--- config.mk ---
export PLATFORM = sky130hd
export DESIGN_NAME = regfile_rename
export DESIGN_NICKNAME = d
export VERILOG_FILES = /design/src/rtl/regfile_rename.sv
export SDC_FILE = /design/constraint.sdc
export NUM_CORES = 2
export LEC_CHECK = 0
export CAP_MARGIN = 20
export CORE_ASPECT_RATIO = 1.25
export CORE_MARGIN = 5
export CORE_UTILIZATION = 40
export DETAILED_ROUTE_END_ITERATION = 8
export PLACE_DENSITY_LB_ADDON = 0.08
export SLEW_MARGIN = 20
export SYNTH_ARGS = -nofsm -noshare
export SYNTH_HDL_FRONTEND = slang
export SYNTH_SLANG_ARGS = --single-unit
--- constraint.sdc ---
create_clock -name clk -period 5.41 [get_ports clk]
set_input_delay 1.3525 -clock clk [delete_from_list [all_inputs] [get_ports clk]]
set_output_delay 1.3525 -clock clk [all_outputs]
set_load 0.1 [all_outputs]
--- src/rtl/regfile_rename.sv ---
// rtl/regfile_rename.sv - architectural register file with rename busy/tag tracking and commit bypass
module regfile_rename #(
    parameter int REG_CARD_WIDTH = 5,
    parameter int DATA_WIDTH     = 32,
    parameter int ROB_TAG_WIDTH  = 4
) (
    input  logic                      clk,
    input  logic                      rst,
    input  logic                      flush,
    input  logic                      issue_en,
    input  logic [REG_CARD_WIDTH-1:0] issue_rd,
    input  logic [ROB_TAG_WIDTH-1:0]  issue_tag,
    input  logic                      commit_en,
    input  logic [REG_CARD_WIDTH-1:0] commit_rd,
    input  logic [ROB_TAG_WIDTH-1:0]  commit_tag,
    input  logic [DATA_WIDTH-1:0]     commit_data,
    input  logic [REG_CARD_WIDTH-1:0] rs1,
    input  logic [REG_CARD_WIDTH-1:0] rs2,
    output logic [DATA_WIDTH-1:0]     rs1_data,
    output logic [DATA_WIDTH-1:0]     rs2_data,
    output logic                      rs1_busy,
    output logic                      rs2_busy,
    output logic [ROB_TAG_WIDTH-1:0]  rs1_tag,
    output logic [ROB_TAG_WIDTH-1:0]  rs2_tag
);

    localparam int DEPTH = 2 ** REG_CARD_WIDTH;

    logic [DATA_WIDTH-1:0]    value_q [DEPTH];
    logic [DATA_WIDTH-1:0]    value_d [DEPTH];
    logic [ROB_TAG_WIDTH-1:0] tag_q   [DEPTH];
    logic [ROB_TAG_WIDTH-1:0] tag_d   [DEPTH];
    logic [DEPTH-1:0]         busy_q;
    logic [DEPTH-1:0]         busy_d;

    // Index 0 is hardwired to zero, so nothing ever targets it.
    logic commit_live;
    logic issue_live;
    logic commit_clears;

    assign commit_live   = commit_en && (|commit_rd);
    assign issue_live    = issue_en && (|issue_rd) && !flush;
    assign commit_clears = commit_live && busy_q[commit_rd] && (tag_q[commit_rd] == commit_tag);

    // Next-state: commit writes first, then a flush wipes busy or an issue renames (issue overrides commit).
    always_comb begin
        value_d = value_q;
        tag_d   = tag_q;
        busy_d  = busy_q;
        if (commit_live) begin
            value_d[commit_rd] = commit_data;
            if (commit_clears) begin
                busy_d[commit_rd] = 1'b0;
            end
        end
        if (flush) begin
            busy_d = '0;
        end else if (issue_live) begin
            busy_d[issue_rd] = 1'b1;
            tag_d[issue_rd]  = issue_tag;
        end
    end

    // State registers; reset clears everything asynchronously so pending renames are dropped at once.
    always_ff @(posedge clk or negedge rst) begin
        if (!rst) begin
            for (int i = 0; i < DEPTH; i++) begin
                value_q[i] <= '0;
                tag_q[i]   <= '0;
            end
            busy_q <= '0;
        end else begin
            value_q <= value_d;
            tag_q   <= tag_d;
            busy_q  <= busy_d;
        end
    end

    // Read port 1: stored state with commit data/busy-clear bypassed in the same cycle.
    always_comb begin
        rs1_data = value_q[rs1];
        rs1_busy = busy_q[rs1];
        rs1_tag  = tag_q[rs1];
        if (commit_live && (commit_rd == rs1)) begin
            rs1_data = commit_data;
            if (commit_clears) begin
                rs1_busy = 1'b0;
            end
        end
        if (~|rs1) begin
            rs1_data = '0;
            rs1_busy = 1'b0;
            rs1_tag  = '0;
        end
    end

    // Read port 2: identical to port 1, fully independent.
    always_comb begin
        rs2_data = value_q[rs2];
        rs2_busy = busy_q[rs2];
        rs2_tag  = tag_q[rs2];
        if (commit_live && (commit_rd == rs2)) begin
            rs2_data = commit_data;
            if (commit_clears) begin
                rs2_busy = 1'b0;
            end
        end
        if (~|rs2) begin
            rs2_data = '0;
            rs2_busy = 1'b0;
            rs2_tag  = '0;
        end
    end

endmodule

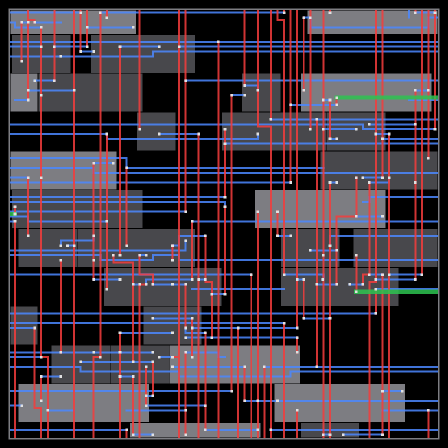
detail.png
Window x 171 to 201, y 309 to 339 um. Cells in gray, sequential cells in the stronger gray; small squares are vias.
- metal 2: red
- metal 1: blue
- metal 3: green
- cells with their middle in the window: 26
- sequential cells in the window: 8
- most frequent: dfrtp_1 (8), mux2_2 (7), mux4_2 (4)
- netlist names of flops here include: `value_q` (8)

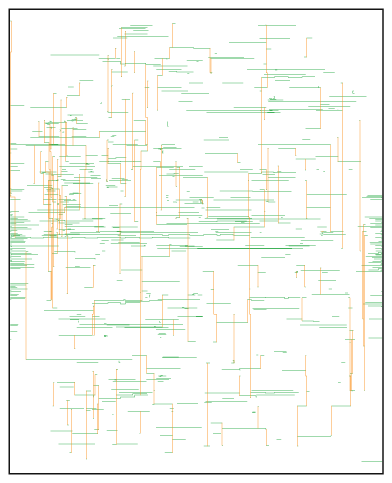
wires.png
(1 px per um) Two of the layers only.
- metal 4: orange (wire length 6,290 um)
- metal 3: green (wire length 10,500 um)

==> flow_metrics.rpt <==
=== SYNTHESIS / PLACE & ROUTE SUMMARY ===
----------------------------------------------------
[Outcome]
  Result of the run ........................ finished, final reports clean

[Layout]
  Clock tree buffer count of the final layout ........................ between 200 and 250
  Count of inserted antenna diode cells ........................ 3
  Number of flip-flops and latches ........................ 1,184
  Most frequent cells in the layout ........................ sky130_fd_sc_hd__dfrtp_1, sky130_fd_sc_hd__mux2_2, sky130_fd_sc_hd__mux4_2
  Fraction of standard cell area that is sequential ........................ 37.9%
  Number of multi-input combinational cells in the layout ........................ between 2,000 and 3,000
  Data-path buffer share of cell area in the final layout ........................ 8.18%
  Fraction of layout instances using a drive strength above 1 ........................ between 50 and 60%
  Non-filler cells, final ........................ about 6,700
  Fraction of area in clock buffers and inverters ........................ under 10%
  Core utilization of the finished layout ........................ between 40% and 50%
  Multi-input gate share of total cell area ........................ between 40% and 50%
  Area occupied by registers ........................ 29,600 um2
  Total of fill cells in the finished design ........................ between 10,000 and 15,000
  Area grow syn2layout ........................ 18.9%
  Count of non-CTS inverters in the layout ........................ 6
  Final non-filler cell area ........................ about 78,000 um2
  Largest cell class by area ........................ combinational gates

[Floorplan]
  IO Count ........................ between 100 and 150
  Die height ........................ approximately 460 um
  Starting utilization of the core area ........................ 40.2%
  Horizontal die size ........................ between 300 and 400 um
  Row count ........................ approximately 170
  Taps Inserted ........................ 2,184
  Placeable core area ........................ 163,000 um2

[Drt]
  DRT antenna net count ........................ 0
  Post-detailed-route DRC marker count ........................ 0
  Metal-1 WL ........................ 97.0 mm
  Average via count per standard cell ........................ between 6 and 7
  First drt pass iteration count ........................ 5
  Wire length on met2 ........................ about 110 mm
  Number of DRC markers after the initial detailed-route iteration ........................ roughly 3,200
  Top Metal Used ........................ met4

[STA]
  Unrepaired setup endpoints after global routing ........................ no
  Skew final ........................ between 0.015 and 0.02 ns
  Final-report hold violation count ........................ 0
  Setup Viol. Count Final ........................ 0
  Worst slew slack as a fraction of its limit ........................ 22.5%
  Final setup margin ........................ just under 0.08 ns
  Ratio of final minimum period to clock period ........................ 98.6%
  Number of pins exceeding their max-slew limit in the final report ........................ 0
  Setup TNS ........................ 0 ns
  Top achievable clock speed ........................ 0.188 GHz
  Minimum hold slack ........................ a little under 0.4 ns

[Clock tree]
  Late-Pin Clk Latency ........................ between 0.7 and 0.8 ns
  Worst-case clock buffer depth ........................ 3
  Number of clock buffers inserted by TritonCTS ........................ 137
  Hold buffers post-CTS ........................ 0
  Resized Gates After CTS ........................ 4
  H-tree levels ........................ 4
  Clock root buffer master ........................ sky130_fd_sc_hd__clkbuf_16
  TritonCTS clock tree ........................ yes

[Setup path]
  Setup CP Type ........................ primary input to primary output
  Required time reported for the critical path endpoint ........................ roughly 4 ns
  Crit-path slowest cell ........................ sky130_fd_sc_hd__mux4_2
  Top delay family on crit path ........................ multiplexers
  Reg-to-reg critical path endpoint ........................ busy_q[18]
  Register-to-register setup slack ........................ 2.49 ns
  Top fanout value on the critical path ........................ 21
  Worst EP arrival ........................ 3.98 ns
  Crit path to ........................ rs1_data[23]
  Most frequent cell on the critical path ........................ sky130_fd_sc_hd__buf_12
  Worst setup EP type ........................ primary output
  Buffering stage count on the worst path with inverters included ........................ 5
  Number of cells on the worst reg-to-reg path ........................ 8
  Crit. Startpoint ........................ rs1[0]
  Cell chain of the critical path ........................ buf_12 -> buf_12 -> buf_12 -> mux4_2 -> mux4_2 -> mux2i_1 -> buf_4 -> a211oi_2 -> buf_12
  Startpoint types ........................ primary input
  Crit path largest cell delay ........................ 0.53 ns
  Critical register-to-register path startpoint ........................ tag_q[23]

[Logic synthesis]
  Share of the yosys chip area belonging to registers ........................ between 40% and 50%
  Yosys xor share ........................ 0.173%
  Post-synthesis adder-cell area fraction ........................ 0%
  Post-Synth Simple-Gate Area ........................ around 2.4%
  Number of warnings issued by yosys ........................ 0
  Number of storage elements in the synthesis netlist ........................ roughly 1,200
  Number of distinct standard cells referenced by the synthesized netlist ........................ 60
  Asr flop ratio synth ........................ 100%
  Number of instances in the synthesized netlist ........................ 4,230
  Chip Area, Yosys ........................ roughly 66,000 um2
  Top-area cell type share of the netlist area ........................ 45.1%
  Post-synthesis cell count from yosys ........................ approximately 4,200
  Dominant combinational family ........................ multiplexers
  Mux area share ........................ a little under half
  Count of library flops with an enable pin ........................ 0
  Cells taking the most area after synthesis ........................ sky130_fd_sc_hd__dfrtp_1, sky130_fd_sc_hd__mux4_2, sky130_fd_sc_hd__mux2_2
  Most common reg cell ........................ sky130_fd_sc_hd__dfrtp_1

[Global routing]
  Residual overflow from global routing ........................ 0
  First-pass GRT wire length ........................ between 300 and 400 mm
  Met2 Use GR ........................ 44.8%
  Maximum number of pins on one net before global-route repair ........................ approximately 140
  Initial antenna violation count ........................ 4

[Power and ir drop]
  Power Sequential ........................ 11.6 mW
  Switching power of the nets ........................ between 8 and 9 mW
  Power share of the combinational group ........................ about 26%
  Switching share of total power ........................ roughly 30%
  Sequential Power Share ........................ about 40%
  Top power group ........................ sequential cells
  P_clk ........................ ~9.7 mW
  Internal Dissipation ........................ slightly above 20 mW
  Power in combinational cells ........................ between 7 and 8 mW
  Clk pwr share ........................ between 30% and 40%
  Power density relative to cell area ........................ 369 nW/um2
  Pleak ........................ around 33 nW

[Placed design]
  Final Wtd Congestion ........................ approximately 0.90
  Cell total after placement ........................ between 6,000 and 7,000
  Buffers on Ports ........................ approximately 140
  Detailed Place HPWL ........................ around 150 mm
  Total cell area at the placement stage ........................ around 73,000 um2
  Post-placement worst setup slack ........................ -0.0890 ns

[Flow run]
  Total tool warning count ........................ 37
  Max cap viols ........................ 0

[Min path]
  Critical hold path startpoint ........................ value_q[997]
  End of the worst hold path ........................ value_q[997]

----------------------------------------------------
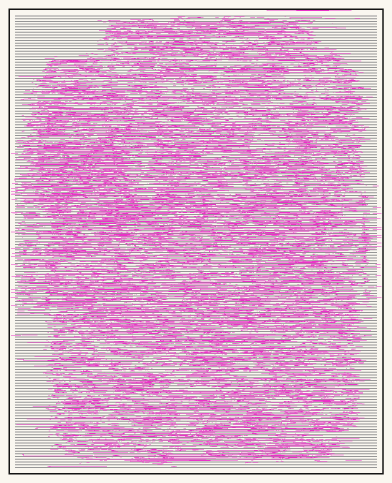
layer_met1.png
(1 px per um) Supply wires on this layer in gray.
- share of all routed wire: 42%
- wire length on this layer: 97.0 mm
- main direction: horizontal
- longest straight run: 103 um
DR vias: 41,555
met1 usage: 36.5%
sum of routed wire length over all layers: 229 mm

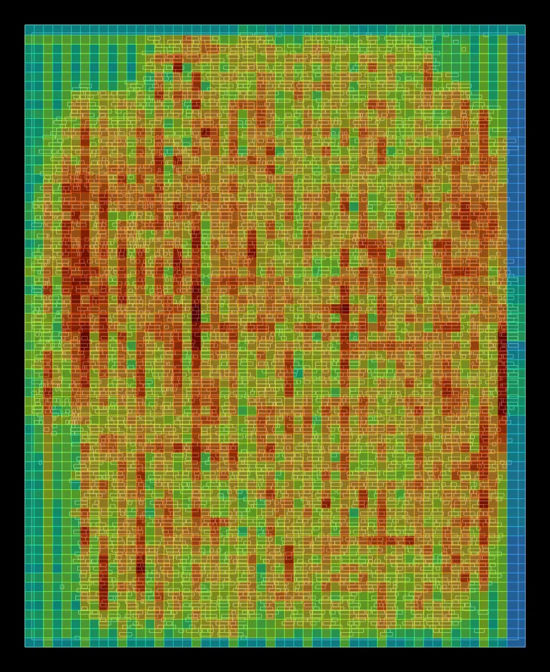
congestion.png
global routing usage on met3: 3.85%
Wirelength per Cell: 34.1 um
global-route layer with the greatest usage: met2

-- cell usage after synthesis, types with 3 or more instances --
cell type / number
sky130_fd_sc_hd__buf_1: 35
sky130_fd_sc_hd__or4bb_1: 5
sky130_fd_sc_hd__xnor2_1: 5
sky130_fd_sc_hd__a21o_1: 4
sky130_fd_sc_hd__nand3_1: 8
sky130_fd_sc_hd__a211oi_1: 123
sky130_fd_sc_hd__nand2_1: 26
sky130_fd_sc_hd__o32ai_1: 9
sky130_fd_sc_hd__or4_1: 4
sky130_fd_sc_hd__buf_2: 161
sky130_fd_sc_hd__buf_4: 18
sky130_fd_sc_hd__inv_1: 6
sky130_fd_sc_hd__mux2i_1: 171
sky130_fd_sc_hd__nor2_2: 3
sky130_fd_sc_hd__o21ai_0: 3
sky130_fd_sc_hd__nand2b_1: 5
sky130_fd_sc_hd__a311oi_2: 24
sky130_fd_sc_hd__nor3_2: 4
sky130_fd_sc_hd__nand3b_1: 4
sky130_fd_sc_hd__xor2_1: 8
sky130_fd_sc_hd__nor2_1: 162
sky130_fd_sc_hd__mux2_1: 19
sky130_fd_sc_hd__a41oi_2: 5
sky130_fd_sc_hd__mux4_2: 706
sky130_fd_sc_hd__buf_6: 14
sky130_fd_sc_hd__a21oi_1: 38
sky130_fd_sc_hd__nor2b_1: 41
sky130_fd_sc_hd__nor4_1: 5
sky130_fd_sc_hd__a22oi_1: 4
sky130_fd_sc_hd__or2_2: 4
sky130_fd_sc_hd__mux2_2: 1098
sky130_fd_sc_hd__nor3_1: 15
sky130_fd_sc_hd__and3_1: 4
sky130_fd_sc_hd__clkbuf_1: 257
sky130_fd_sc_hd__dfrtp_1: 1184
sky130_fd_sc_hd__o22ai_1: 18
-- sequential cells by signal, indices dropped and copies added (netlist names) --
signal	count
value_q	1024
tag_q	128
busy_q	32
No activity file was given, so power comes from the tool's default toggle rates.
